Figure 1. Selected gate families (run 1).
The bar under the picture is 20 um long.
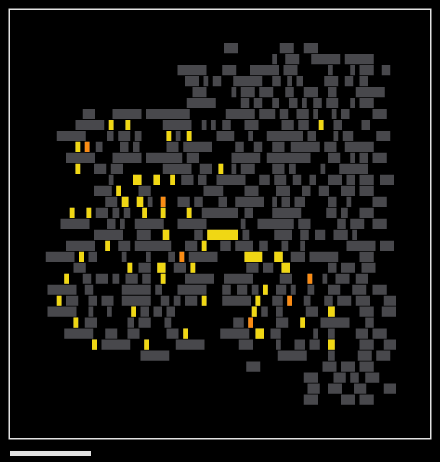
Figure 2. Signal wires by layer (run 1).
The bar under the picture is 20 um long.
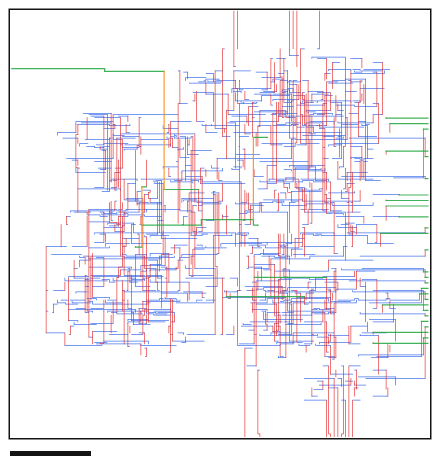
Figure 3. Cell classes on the final placement (run 1).
The bar under the picture is 20 um long. Fill, decap, tap and diode cells in grey.
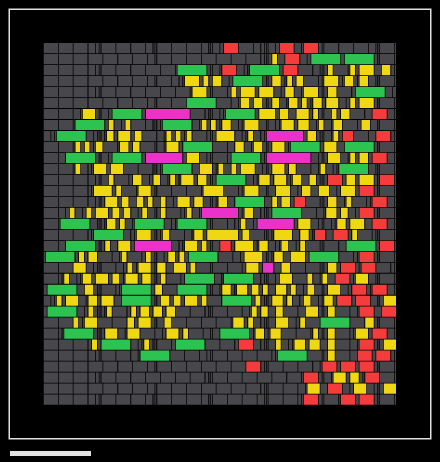
==> config.mk <==
export PLATFORM = sky130hd
export DESIGN_NAME = execution_controller
export DESIGN_NICKNAME = d
export VERILOG_FILES = /design/src/rtl/execution_controller.sv
export SDC_FILE = /design/constraint.sdc
export NUM_CORES = 1
export LEC_CHECK = 0
export CAP_MARGIN = 20
export CELL_PAD_IN_SITES_DETAIL_PLACEMENT = 1
export CELL_PAD_IN_SITES_GLOBAL_PLACEMENT = 2
export CORE_AREA = 8 8 96 98
export CTS_BUF_LIST = sky130_fd_sc_hd__clkbuf_16
export CTS_CLUSTER_SIZE = 25
export DETAILED_ROUTE_END_ITERATION = 8
export DIE_AREA = 0 0 104 106
export PLACE_DENSITY = 0.87
export SLEW_MARGIN = 10
export SYNTH_ARGS = -nofsm -noshare
export SYNTH_HDL_FRONTEND = slang
export SYNTH_SLANG_ARGS = --single-unit
==> constraint.sdc <==
create_clock -name clock -period 4.8 [get_ports clock]
set_clock_uncertainty 0.15 [all_clocks]
set_input_delay 0.72 -clock clock [delete_from_list [all_inputs] [get_ports clock]]
set_output_delay 0.72 -clock clock [all_outputs]
set_load 0.1 [all_outputs]
==> CHANGELOG.md <==
### Metrics

* Crit path time final at about 3.4 ns
* Area grow syn2layout at 27.7%
* Initial DRC count at between 40 and 50
* CTS Hold Bufs at 0
* Clk latency late pin at around 0.28 ns
* Largest net degree at the start of global routing at 27
* Largest vdd supply drop at 0.145 mV
* Mapped Nets at 329
* Worst setup path class: reg2out
* Synthesized area per cell at roughly 8.4 um^2
* Clock share of power at between 40% and 50%
* Pleak at between 1 and 1.5 nW
* DRC at 0
* Most instantiated library cell after synthesis: dfxtp_1
* Post-Syn Instances at 305
* Initial antenna violation count at 0
* Yosys chip area at 2570 um^2
* ANT cells at 0
* Cell Type Count at ~45
* Critical path buffer and inverter count at 1
* Sequential share of power at 41.3%
* Core Util at FP at 32.7%
* Vias per Instance at 4.96
* Yosys Instances at 305
* H-tree levels at 2
* Synthesized area at ~2600 um^2
* Cts bufs inserted at 5
* Drt first pass iters at 4
* Share of flip-flops with an asynchronous set or reset at 0%
* Cell type with the largest total area: dfxtp_1
* Root buf cell: clkbuf_16
* IO Pins at 44
* Final RePlAce weighted congestion at 0.736
* Net Sw Frac at 24.2%
* Clock Tree Buf Depth at 2
* Clock Sinks at 47
* Slowest cell on the critical path: nand4_2
* Int Pwr at 0.735 mW
* Most frequent cells after synthesis: dfxtp_1 (47), nand2_1 (34), nor2_1 (33), nand4_1 (19), xor2_1 (19)
* Final Cycle Share at 71.5%
* Yosys Warn Count at 0
* Max Freq at approximately 290 MHz
* Power Density at 296 nW/um^2
* Main flop type after synthesis: dfxtp_1
* FF-to-FF setup slack at 2.12 ns
* R2R depth at 5
* Register share after synthesis at 36.6%
* Critical path depth at 5
* Max_slew headroom at 33.7%
* Final setup vio count at 0
* Number of synthesized flops with an enable pin at 0
* Worst-path maximum fanout at 16
* Arrival time of the worst setup path at 2.56 ns
* Top delay family on crit path: simple AND/OR/NAND/NOR gates
* DIE AREA at 11000 um^2
* Final net count at 368
* Top cell type's share of synthesized area at between 30% and 40%
* Width of the die at 104 um
* Hold WC Path Type: reg2reg
* Logic cell area at roughly 1500 um^2
* CP Capture Type: output pin
* Gr ovfl total at 0
* CTS tree: yes
* Aggregate negative setup slack at 0 ns
* Hpwl dp at between 4000 and 5000 um
* Vias in the first global route at 2284
* Hold Crit Depth at 2
* Post-CTS setup buffer count at 0
* Post-place instance area at a little over 3000 um^2
* Synth flops at 47
* Slew @ Worst Pin at 0.992 ns
* Critical path, cell by cell: or4b_1 -> nor3_1 -> nand4_2 -> nand2_1 -> buf_4
* Seq. cell area at 941 um^2
* Status: finished, final reports clean
* Power share of the combinational group at 12.8%
* RSZ-0062 raised after global routing: false
* Fillers at 950
* Top cells by area, synth: dfxtp_1 (37%), xor2_1 (6.5%), mux2i_1 (6.2%), nand2_1 (5.0%), nor2_1 (4.8%)
* # placed instances at between 400 and 500
* Startpoint Class: register
* Log Warnings at 26
* CP max stage delay at between 0.5 and 0.6 ns
* Tot Pwr at 0.970 mW
* Final Hold Vio Count at 0
Back to the opening pictures, Figure 1:
colour	family	cells	most used
yellow	NOR gates	46	nor2_1
orange	inverters	6	inv_1
Layout Cells excl Fill: 450
dominant logic cell type in the layout: dfxtp_1
Comb area share: 47.0%

Back to the opening pictures, Figure 2:
colour	layer	wire length
red	met2	2940 um
orange	met4	64.6 um
green	met3	253 um
blue	met1	3150 um
WL/cell: 14.2 um
via count: 2233
Total GRT Usage: 11.7%
Routed WL: 6410 um

Back to the opening pictures, Figure 3:
colour	class	cells
green	flip-flops	47
red	other buffers and delay cells	46
yellow	all other logic	244
magenta	clock drivers and dummy loads	8
flop share of the area: 28.7%
Rows: 33
Layout Utilization: 41.8%
final std cell area, no fill: 3280 um^2
CORE AREA: 7850 um^2

-- run 1: cell families (layout without fill, tap and decap cells) --
group	count (synthesis)	in the layout	synth area share, %
and+or+nand+nor	156	156	32.5
DFF	47	47	36.6
AOI/OAI and AO/OA	32	32	9.41
xor gates and xnor gates	32	32	10.9
buffers and inverters	20	60	3.36
muxes	16	16	6.24
adders and majority gates	2	2	0.975
-- run 1: per-stage QoR --
| stage | worst slack, ns | hold WS (ns) |
|---|---|---|
| floorplan | 0.684 | 0.288 |
| global placement | 1.61 | 0.303 |
| detailed placement | 1.59 | 0.320 |
| CTS | 1.34 | 0.332 |
| global route | 1.18 | 0.361 |
| finish | 1.37 | 0.326 |
-- run 1: cell usage in the layout (no fill, tap or decap), types with 3 or more instances in the layout --
master and n:
a211oi_1 5, a21oi_1 3, a21oi_2 9, and2_1 3, and3_1 9, buf_4 4, clkbuf_16 5, clkdlybuf4s50_1 42
dfxtp_1 47, inv_1 6, mux2i_1 16, nand2_1 34, nand2b_1 17, nand3_1 18, nand4_1 19, nand4b_1 3
nor2_1 33, nor2b_1 3, nor3_1 6, o21ai_0 4, xnor2_1 13, xor2_1 19
-- run 1: power by group through the flow --
stage	Combinational [mW]	Clock (mW)	Sequential (mW)
global placement	0.122	0	0.409
finish	0.124	0.446	0.400
CTS	0.125	0.463	0.400
floorplan	0.0654	0	0.426
detailed placement	0.125	0	0.409
global route	0.132	0.478	0.401
-- run 1: layer usage --
layer  routed length, um  up-vias  track usage (%)
met5                   0        -                0
met4                  64        0             3.41
met1                3150     1050             14.3
met3                 253        7             2.66
met2                2940       38             19.9
li1                    -     1138                -
-- run 1: area by class of cell --
type                    instances  share of cell area [%]
multi-input cells             238                    47.0
flip-flops and latches         47                    28.7
repair buffers                 46                    13.7
well taps                     105                    4.01
clock buffers                   5                    3.82
clock inverters                 3                    2.06
inverters                       6                   0.687
-- run 1: tightest hold or removal path, stage by stage, from the launching register on --
cell	delay (ns)
dfxtp_1	0.32
nand2_1	0.06
mux2i_1	0.05
Power is estimated from default activity; no workload was simulated.
